[src/rtl/muldiv_unit.sv]
// muldiv_unit: iterative RV32M multiply/divide unit.
// IDLE accepts an op, CALC runs 32 shift-add / restoring-divide steps on
// operand magnitudes, DONE pulses `done` for one cycle. Divide-by-zero and
// signed overflow resolve on the accepting edge.
// Optional build macro MULDIV_FAST_MUL_EN: all multiplies complete on the
// accepting edge through a single wide multiplier (divide path unchanged).
module muldiv_unit #(
  parameter int XLEN = 32
) (
  input  logic            clk,
  input  logic            rst_n,
  input  logic            start,
  input  logic [2:0]      funct3,
  input  logic [XLEN-1:0] rs1_data,
  input  logic [XLEN-1:0] rs2_data,
  input  logic [4:0]      rd_addr_in,
  input  logic            flush,
  output logic            busy,
  output logic            done,
  output logic [XLEN-1:0] result,
  output logic [4:0]      rd_addr_out
);

  typedef enum logic [1:0] {S_IDLE, S_CALC, S_DONE} state_t;

  state_t              state_q, state_d;
  logic [2:0]          op_q, op_d;
  logic [4:0]          rd_q, rd_d;
  logic [4:0]          rd_out_q, rd_out_d;
  logic [XLEN-1:0]     opnd_q, opnd_d;      // multiplicand or divisor magnitude
  logic [2*XLEN-1:0]   acc_q, acc_d;        // {hi, lo} working register
  logic [4:0]          cnt_q, cnt_d;
  logic                neg_q, neg_d;        // product / quotient negate
  logic                rneg_q, rneg_d;      // remainder negate (dividend sign)
  logic [XLEN-1:0]     result_q, result_d;
  logic                done_q, done_d;

  // operand decode for the request presented in IDLE
  logic            a_sgn, b_sgn, a_neg, b_neg;
  logic [XLEN-1:0] a_mag, b_mag;
  logic            spec_hit;
  logic [XLEN-1:0] spec_res;

`ifdef MULDIV_FAST_MUL_EN
  logic [2*XLEN-1:0] fa, fb, fprod;
`endif

  // sign handling: which operands are signed for this op and their magnitudes
  always_comb begin
    a_sgn = funct3[2] ? ~funct3[0] : (funct3 == 3'b001 || funct3 == 3'b010);
    b_sgn = funct3[2] ? ~funct3[0] : (funct3 == 3'b001);
    a_neg = a_sgn & rs1_data[XLEN-1];
    b_neg = b_sgn & rs2_data[XLEN-1];
    a_mag = a_neg ? -rs1_data : rs1_data;
    b_mag = b_neg ? -rs2_data : rs2_data;
  end

  // ops that finish on the accepting edge and their results
  always_comb begin
    spec_hit = 1'b0;
    spec_res = '0;
`ifdef MULDIV_FAST_MUL_EN
    fa    = a_sgn ? {{XLEN{rs1_data[XLEN-1]}}, rs1_data} : {{XLEN{1'b0}}, rs1_data};
    fb    = b_sgn ? {{XLEN{rs2_data[XLEN-1]}}, rs2_data} : {{XLEN{1'b0}}, rs2_data};
    fprod = fa * fb;
`endif
    if (funct3[2] && rs2_data == '0) begin
      spec_hit = 1'b1;
      spec_res = funct3[1] ? rs1_data : '1;
    end else if (funct3[2] && !funct3[0] &&
                 rs1_data == {1'b1, {(XLEN-1){1'b0}}} && rs2_data == '1) begin
      spec_hit = 1'b1;
      spec_res = funct3[1] ? '0 : rs1_data;
    end
`ifdef MULDIV_FAST_MUL_EN
    else if (!funct3[2]) begin
      spec_hit = 1'b1;
      spec_res = (funct3 == 3'b000) ? fprod[XLEN-1:0] : fprod[2*XLEN-1:XLEN];
    end
`endif
  end

  // one iteration step and the sign-corrected final result
  logic [XLEN:0]     mul_sum, div_r, div_t;
  logic [2*XLEN-1:0] mul_next, div_next, step_next, prod;
  logic [XLEN-1:0]   quot, rem, fin_res;

  always_comb begin
    // shift-add: add multiplicand into hi when lo[0] set, then shift right
    mul_sum  = {1'b0, acc_q[2*XLEN-1:XLEN]} + (acc_q[0] ? {1'b0, opnd_q} : '0);
    mul_next = {mul_sum, acc_q[XLEN-1:1]};
    // restoring divide: shift dividend bit into remainder, trial subtract
    div_r    = {acc_q[2*XLEN-1:XLEN], acc_q[XLEN-1]};
    div_t    = div_r - {1'b0, opnd_q};
    div_next = div_t[XLEN] ? {div_r[XLEN-1:0], acc_q[XLEN-2:0], 1'b0}
                           : {div_t[XLEN-1:0], acc_q[XLEN-2:0], 1'b1};
    step_next = op_q[2] ? div_next : mul_next;
    prod = neg_q  ? -step_next : step_next;
    quot = neg_q  ? -step_next[XLEN-1:0] : step_next[XLEN-1:0];
    rem  = rneg_q ? -step_next[2*XLEN-1:XLEN] : step_next[2*XLEN-1:XLEN];
    case (op_q)
      3'b000:                 fin_res = prod[XLEN-1:0];
      3'b001, 3'b010, 3'b011: fin_res = prod[2*XLEN-1:XLEN];
      3'b100, 3'b101:         fin_res = quot;
      default:                fin_res = rem;
    endcase
  end

  // control FSM next-state: accept, iterate, pulse done; flush aborts
  always_comb begin
    state_d  = state_q;
    op_d     = op_q;
    rd_d     = rd_q;
    rd_out_d = rd_out_q;
    opnd_d   = opnd_q;
    acc_d    = acc_q;
    cnt_d    = cnt_q;
    neg_d    = neg_q;
    rneg_d   = rneg_q;
    result_d = result_q;
    done_d   = 1'b0;
    case (state_q)
      S_IDLE: begin
        if (!flush && start) begin
          op_d   = funct3;
          rd_d   = rd_addr_in;
          cnt_d  = '0;
          neg_d  = a_neg ^ b_neg;
          rneg_d = a_neg;
          if (funct3[2]) begin
            opnd_d = b_mag;
            acc_d  = {{XLEN{1'b0}}, a_mag};
          end else begin
            opnd_d = a_mag;
            acc_d  = {{XLEN{1'b0}}, b_mag};
          end
          if (spec_hit) begin
            state_d  = S_DONE;
            done_d   = 1'b1;
            result_d = spec_res;
            rd_out_d = rd_addr_in;
          end else begin
            state_d = S_CALC;
          end
        end
      end
      S_CALC: begin
        if (flush) begin
          state_d = S_IDLE;
        end else begin
          acc_d = step_next;
          cnt_d = cnt_q + 5'd1;
          if (cnt_q == 5'd31) begin
            state_d  = S_DONE;
            done_d   = 1'b1;
            result_d = fin_res;
            rd_out_d = rd_q;
          end
        end
      end
      default: state_d = S_IDLE;
    endcase
  end

  // state registers, cleared asynchronously
  always_ff @(posedge clk or negedge rst_n) begin
    if (!rst_n) begin
      state_q  <= S_IDLE;
      op_q     <= '0;
      rd_q     <= '0;
      rd_out_q <= '0;
      opnd_q   <= '0;
      acc_q    <= '0;
      cnt_q    <= '0;
      neg_q    <= 1'b0;
      rneg_q   <= 1'b0;
      result_q <= '0;
      done_q   <= 1'b0;
    end else begin
      state_q  <= state_d;
      op_q     <= op_d;
      rd_q     <= rd_d;
      rd_out_q <= rd_out_d;
      opnd_q   <= opnd_d;
      acc_q    <= acc_d;
      cnt_q    <= cnt_d;
      neg_q    <= neg_d;
      rneg_q   <= rneg_d;
      result_q <= result_d;
      done_q   <= done_d;
    end
  end

  assign busy        = (state_q != S_IDLE);
  assign done        = done_q;
  assign result      = result_q;
  assign rd_addr_out = rd_out_q;

endmodule

[config.mk]
export PLATFORM = sky130hd
export DESIGN_NAME = muldiv_unit
export DESIGN_NICKNAME = d
export VERILOG_FILES = /design/src/rtl/muldiv_unit.sv
export SDC_FILE = /design/constraint.sdc
export NUM_CORES = 1
export LEC_CHECK = 0
export ABC_AREA = 1
export CORE_UTILIZATION = 30
export DETAILED_ROUTE_END_ITERATION = 8
export HOLD_SLACK_MARGIN = 0.1
export PLACE_DENSITY_LB_ADDON = 0.05
export SETUP_SLACK_MARGIN = 0.05
export SYNTH_ARGS = -nofsm -noshare
export SYNTH_HDL_FRONTEND = slang
export SYNTH_SLANG_ARGS = --single-unit
[constraint.sdc]
create_clock -name clk -period 6.6 [get_ports clk]
set_input_delay 1.32 -clock clk [delete_from_list [all_inputs] [get_ports clk]]
set_output_delay 1.32 -clock clk [all_outputs]
set_load 0.005 [all_outputs]
==> reports/qor.yml, run 1 <==
ctsResizeCount: 0
final_cell_mix: "980 x nand2_1, 436 x inv_1, 314 x nor2_1, 233 x nand3_1, 215 x o21ai_0"
hp-class: "register to register"
cts_hold_buf: 0
sh_seq_area_pct: 18.10
top_area_share_pct: 20.53
fp_nets: 3323
cp-startpoint: "acc_q[0]$_DFFE_PN0P_"
finalCritPeriodShare_pct: 79.19
viasPerCell: 5.376
fin_area_sq_um: 20910
register_area_sq_um: 3784
core-area_sq_um: 60470
p_per_area_nw_per_um2: 645.5
post_cts_buffers: 0
worstRegToRegCells: 21
cp-start-kind: "register"
hold_viol: 0
root_buffer: "clkbuf_16"
critical_path_class: "register to register"
die_h_microns: 249.7
comb-cell-share_pct: 59.40
clk_latency_ps: 500
top_area_cell: "dfrtp_1"
r2r_setup_slack_ps: 1370
dp_cells: 3995
status: "completed"
wirelength_microns: 100600
signal_buffers: 147
layout.nonclk_buf_share_pct: 6.709
grt_pass1_vias: 20830
wl_per_cell_microns: 24.98
clockBufferDepth: 2
synth-edff-count: 0
die-area_sq_um: 62330
antenna_found_initial: 2
worstReg2RegEnd: "result[15]$_DFFE_PN0P_"
syn_area_sq_um: 18400
dp_hpwl_microns: 82530
grt_use_total_pct: 31.97
cts_max_level: 4
num-fill-cells: 6962
path_delay_family: "simple AND/OR/NAND/NOR gates"
cap_violations: 0
cpMostUsedCell: "nand2_1"
drt_iter0_markers: 2071
worstPathArrival_ps: 5610
critPathMaxStageDelay_ps: 710
rsz0062_at_grt: "false"
top_layer: "met5"
num_antenna_cells: 0
ys_seq_elements: 151
crit_cells: 21
syn_to_final_growth_pct: 13.62
ir_worst_vdd_mv: 0.2467
via_count: 21650
worstHoldStart: "rd_q[2]$_DFFE_PN0P_"
utilization_pct: 34.57
lay_top_count: "nand2_1"
fin_hold_ws_ps: 485.7
initCoreUtil_pct: 30.43
port-buffer-count: 114
slew_headroom_pct: 31.31
overflow: 0
final_nets: 3381
worstPathMaxFanout: 23
dr.pass1.iters: 6
synth_cell_type_count: 55
num-multi-input-gates: 2457
finalPower_mw: 13.50
slowest_stage: "o21ai_0"
yosys_warnings: 0
clk_share_pct: 2.890
grt_pass1_wl_microns: 143900
inv_count: 458
flop_cell: "dfrtp_1"
endpoint: "result[15]$_DFFE_PN0P_"
place_area_sq_um: 20300
routed-wl-met2_microns: 47670
tns_ps: 0
tool_warnings: 27
clk_pin_slew_ps: 80
critical_path_buf_inv_count: 2
finalSetupViolCount: 0
area_leaders: "dfrtp_1 21%, nand2_1 20%, inv_1 8.9%, nor2_1 6.4%, nand3_1 6.3%"
drcViolationCount: 0
synth_cells: 3174
hold_depth: 2
max_freq_mhz: 191.3
path_cells: "buf_4 -> nand2_1 -> inv_1 -> ha_1 -> nand2_1 -> o21ai_0 -> a21oi_1 -> nand2_1 -> nor2_1 -> o21ai_0 -> nand2_1 -> nor2_1 -> nand2_1 -> nor2_2 -> nand3_1 -> nand2_1 -> nand2_1 -> nand3_1 -> nand3_1 -> o21ai_1 -> nand2_1"
worst_pin_slew_ps: 1020
ys_seq_share_pct: 20.53
[run 1: synth_stat cells, types with 9 or more instances]
master      n
nand2_1   980
inv_1     437
nor2_1    316
nand3_1   233
o21ai_0   215
a21oi_1   179
dfrtp_1   151
xor2_1     78
clkbuf_1   71
ha_1       71
nand2_2    53
nor3_1     46
nand4_1    33
o211ai_1   23
xnor2_1    21
o22ai_1    19
buf_2      18
nor2_2     18
nand3b_1   17
o221ai_1   17
inv_2      15
a31oi_1    12
or2_2      12
a22oi_1    10
buf_1      10
nand3_2    10
nor2_4      9
[run 1: metal layers]
layer | vias to the layer above | GRT usage (%)
met3 | 150 | 3.525
li1 | 10280 | -
met2 | 843 | 54.09
met5 | - | 0
met4 | 2 | 14.20
met1 | 10380 | 40.80
[run 1: worst min-delay path: cells and delay by family, from the launching register on]
family / cells / cell delay, ps
simple gates: 2 / 100
flops: 1 / 350
[run 1: sequential cells by signal, summed over array words and instances, names as in the netlist]
register	count
state_q	2
opnd_q	32
result	32
acc_q	64
neg_q	1
op_q	3
rd_q	5
rd_addr_out	5
done	1
rneg_q	1
cnt_q	5
[run 1: power breakdown]
group	switching [mW]	leakage, nW	total (mW)	internal (mW)
logic	7.92	8.40	10.8	2.86
clock network	0.555	0.297	1.07	0.515
registers	0.404	1.88	1.65	1.25
[run 1: cell families after synthesis]
family                   after synthesis  share of synthesized area [%]
AND-OR/OR-AND                        532                          16.43
AND/OR/NAND/NOR                     1753                          41.23
buffers and inverters                566                          12.06
adder cells (fa/ha/maj)               73                          5.045
XOR/XNOR                              99                          4.712
flip-flops                           151                          20.53
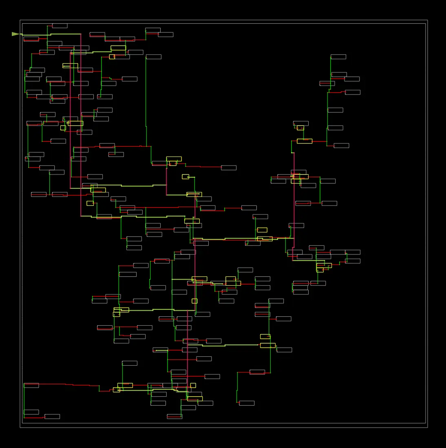
Figure 1: run 1, the clock network.
sequential cells: 151
Num CTS Buffers: 17
Clock Skew: 17.24 ps
clk pwr: 1.07 mW

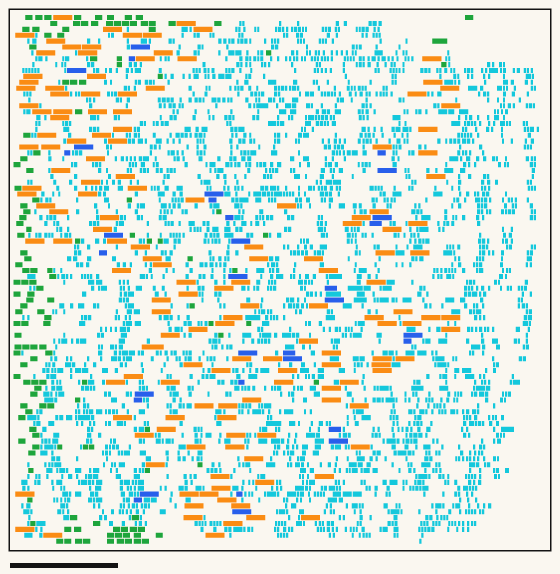
Figure 2: run 1, cell classes on the final placement.
The bar under the picture is 50 microns long.
remaining logic cells -> cyan  # cells 2,915
clock drivers and dummy loads -> blue  # cells 32
sequential cells -> orange  # cells 151
remaining buffers and delay cells -> green  # cells 147

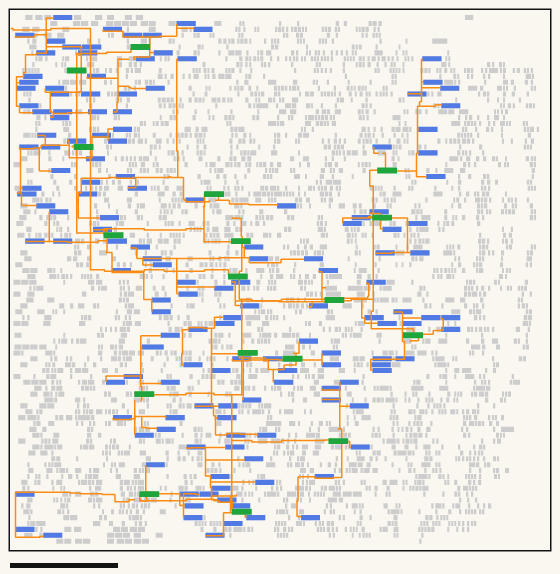
Figure 3: run 1, clock network drawn from the DEF.
The bar under the picture is 50 microns long.
flip-flops -> blue  # count 151
clock-net drivers -> green  # count 17
clock wires -> orange  # length 3,030 microns
routed clock nets = 18
flops lie = all over the die

Figure 4. Signal wires by layer (run 1).
Only two layers are drawn.
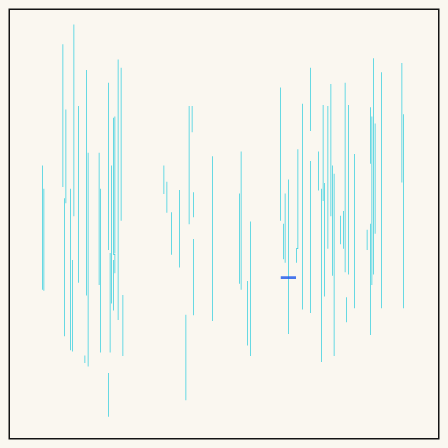

==> run 1 -> run 2 <==
- clock period: 6.6 -> 4.58 ns (I/O delays scaled with it)
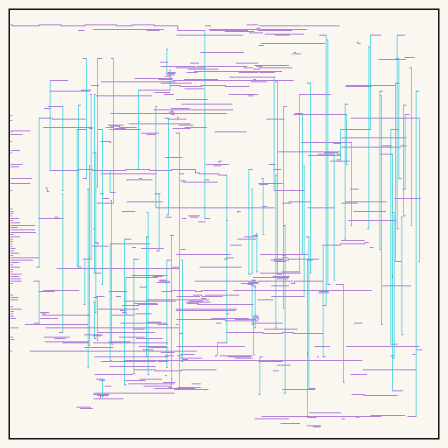
Figure 5: run 2, signal wires by layer.
Only two layers are drawn.
M3 -> purple  # wire length 5,860 microns
M4 -> cyan  # wire length 6,200 microns

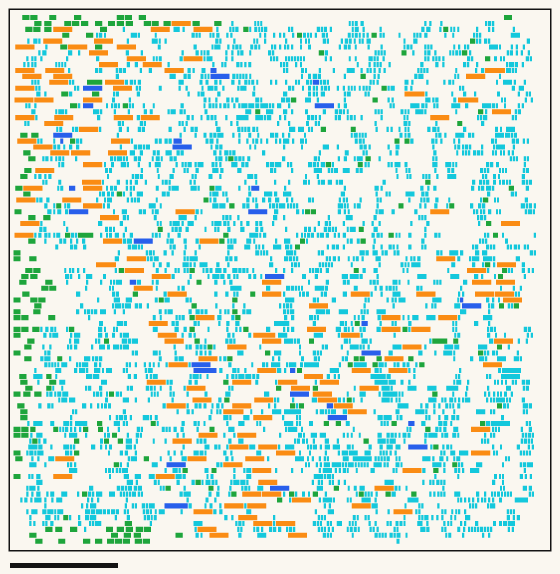
Figure 6: run 2, cell classes on the final placement.
The bar under the picture is 50 microns long.
remaining buffers and delay cells -> green  # cells 257
remaining logic cells -> cyan  # cells 2,915
clock drivers and dummy loads -> blue  # cells 32
sequential cells -> orange  # cells 151

==> run 2 against run 1 <==
Effect of this change:
- setup slack lost 1100 ps
- combinational power grew 58%
- largest power group unchanged
- highest routed layer is now met4
- power grew 55%
==> reports/qor.yml, run 2 <==
initCoreUtil_pct: 30.43  # unchanged
fin_area_sq_um: 21910  # +4.8%
final_nets: 3491  # +3.3%
worstPathArrival_ps: 4710  # -900 ps
die-area_sq_um: 62330  # unchanged
final_cell_mix: "972 x nand2_1, 434 x inv_1, 308 x nor2_1, 228 x nand3_1, 213 x o21ai_0"
worstReg2RegEnd: "result[23]$_DFFE_PN0P_"
cts_tree: "done"
syn_area_sq_um: 18400  # unchanged
cp-startpoint: "acc_q[0]$_DFFE_PN0P_"
swShare_pct: 63.72  # -2.1 points
tool_warnings: 27  # unchanged
postRouteAntennaNets: 0
max_freq_mhz: 233.9  # +22%
place_area_sq_um: 21140  # +4.1%
top_area_share_pct: 20.53  # unchanged
numCtsBuffers: 17  # unchanged
gp_congestion: 0.9791
dp_cells: 4103  # +2.7%
r2r_setup_slack_ps: 310  # -1070 ps
largest_reg_flops: 64  # unchanged
cp-start-kind: "register"
grt_pass1_wl_microns: 147700  # +2.7%
lay_top_count: "nand2_1"
cts_hold_buf: 0  # unchanged
utilization_pct: 36.24  # +1.7 points
slowest_stage: "dfrtp_2"
grt_pass1_vias: 21130  # +1.4%
drcViolationCount: 0  # unchanged
clk_latency_ps: 520  # +20 ps
syn_area_per_cell_sq_um: 5.798
fin_hold_ws_ps: 475.2  # -10.43 ps
tns_ps: 0  # unchanged
finalPower_mw: 20.94  # +55%
viasPerCell: 5.319  # -1.1%
synth_cell_type_count: 55  # unchanged
top_cell: "nand2_1"
overflow: 0  # unchanged
largest_register: "acc_q"
slew_headroom_pct: 29.36  # -2.0 points
ys_seq_share_pct: 20.53  # unchanged
synth-edff-count: 0  # unchanged
status: "completed"
drive_gt1_share_pct: 10.85
fp_nets: 3323  # unchanged
cts_max_level: 4  # unchanged
root_buffer: "clkbuf_16"
ir_worst_vdd_mv: 0.4163  # +69%
register_area_sq_um: 3789  # +0.13%
finalSetupViolCount: 0  # unchanged
seqPwrFrac_pct: 10.9  # -1.3 points
worstRegToRegCells: 22  # +4.8%
layout_min_cycle_time_ps: 4275
via_count: 22010  # +1.7%
top_area_cell: "dfrtp_1"
endpoint: "result[23]$_DFFE_PN0P_"
worstPathMaxFanout: 15  # -35%
area_leaders: "dfrtp_1 21%, nand2_1 20%, inv_1 8.9%, nor2_1 6.4%, nand3_1 6.3%"
instances_no_fill: 4138
power_frac_comb_pct: 81.5  # +1.7 points
antenna_found_initial: 0  # -2
grt_use_total_pct: 32.97  # +1.0 points
dr.pass1.iters: 6  # unchanged
drt_iter0_markers: 2246  # +8.5%
ys_seq_elements: 151  # unchanged
port-buffer-count: 114  # unchanged
cpMostUsedCell: "nand2_1"
num-fill-cells: 6793  # -2.4%
logic_area_sq_um: 12570
p_clk_share_pct: 7.6  # -0.3 points
path_cells: "buf_4 -> nand2_1 -> inv_1 -> ha_1 -> nand2_1 -> inv_1 -> a21oi_1 -> nand2_1 -> nand2_1 -> inv_1 -> o21ai_0 -> nand2_1 -> nor2_1 -> nand2_1 -> nor2_2 -> buf_4 -> nand3_1 -> nand3_1 -> nand3_1 -> nand3_1 -> nand2_1 -> a21oi_1"
hp-class: "primary input to async pin"
core-area_sq_um: 60470  # unchanged
critPathMaxStageDelay_ps: 510  # -200 ps
worst_pin_slew_ps: 1058  # +38.88 ps
finalCritPeriodShare_pct: 93.34  # +14 points
internal-power_mw: 7.598  # +65%
flop_cell: "dfrtp_1"
yosys_warnings: 0  # unchanged
synth_cells: 3174  # unchanged
ios: 115
syn_to_final_growth_pct: 19.09
dp_hpwl_microns: 85790  # +4.0%
rsz0062_at_grt: "false"
grt_max_degree: 80
p_sw_mw: 13.35  # +50%
p_per_area_nw_per_um2: 955.7  # +48%
critical_path_class: "register to register"
wl_per_cell_microns: 25.09  # +0.47%
clk_pin_slew_ps: 90  # about the same
wirelength_microns: 103800  # +3.2%
clockBufferDepth: 2  # unchanged
top_cells_by_count: "980 x nand2_1, 437 x inv_1, 316 x nor2_1, 233 x nand3_1, 215 x o21ai_0"
fin_skew_ps: 27.44  # +10.20 ps
ys_cells: 3174
cap_violations: 0  # unchanged
die_h_microns: 249.7  # unchanged
hold_viol: 0  # unchanged
dp_slack_ps: 207.7
-- run 2: cell counts after synthesis --
Identical to the previous run, type by type.
-- run 2: cells by family after synthesis --
family,count (synthesis),synth area share [%]
AND/OR/NAND/NOR,1753,41.23
adder cells (fa/ha/maj),73,5.045
buffers and inverters,566,12.06
XOR/XNOR,99,4.712
AND-OR/OR-AND,532,16.43
flip-flops,151,20.53
-- run 2: final cells by class --
cell class / instances / area share, %
Tap cell: 782 / 4.465
Timing Repair Buffer: 257 / 10.28
Inverter: 458 / 7.845
Sequential cell: 151 / 17.29
Clock buffer: 18 / 2.004
Antenna cell: 1 / 0.01142
Multi-Input combinational cell: 2457 / 57.37
Clock inverter: 14 / 0.7365
-- run 2: worst max-delay path, delay by kind of cell, from the launching register on --
| family | cells | cell delay (ps) |
|---|---|---|
| fa+ha+maj | 1 | 290 |
| flops | 1 | 510 |
| buf+inv | 5 | 610 |
| simple gates | 13 | 2080 |
| compound gates | 3 | 720 |
-- run 2: power by group through the flow --
stage	clock (mW)	sequential [mW]	combinational, mW
6_report	1.60	2.28	17.1
5_1_grt	1.66	2.32	18.3
4_1_cts	1.63	2.26	16.6
3_5_place_dp	0	2.29	16.6
3_3_place_gp	0	2.28	16.7
2_1_floorplan	0	2.06	9.96
-- run 2: per-layer routing --
| layer | vias to the layer above | wire, microns | track usage (%) |
|---|---|---|---|
| met5 | - | 0 | 0 |
| met2 | 880 | 48200 | 54.80 |
| met1 | 10420 | 43590 | 41.46 |
| met4 | 0 | 6196 | 18.22 |
| met3 | 183 | 5859 | 3.817 |
| li1 | 10520 | - | - |
-- run 2: repair_timing --
action | 4_1_cts | 5_1_grt
buffers inserted | 0 | 2
gates resized | 0 | 43
endpoints found under the hold margin | 0 | 0
setup endpoints to repair | 0 | 22
No activity file was given, so power comes from the tool's default toggle rates.
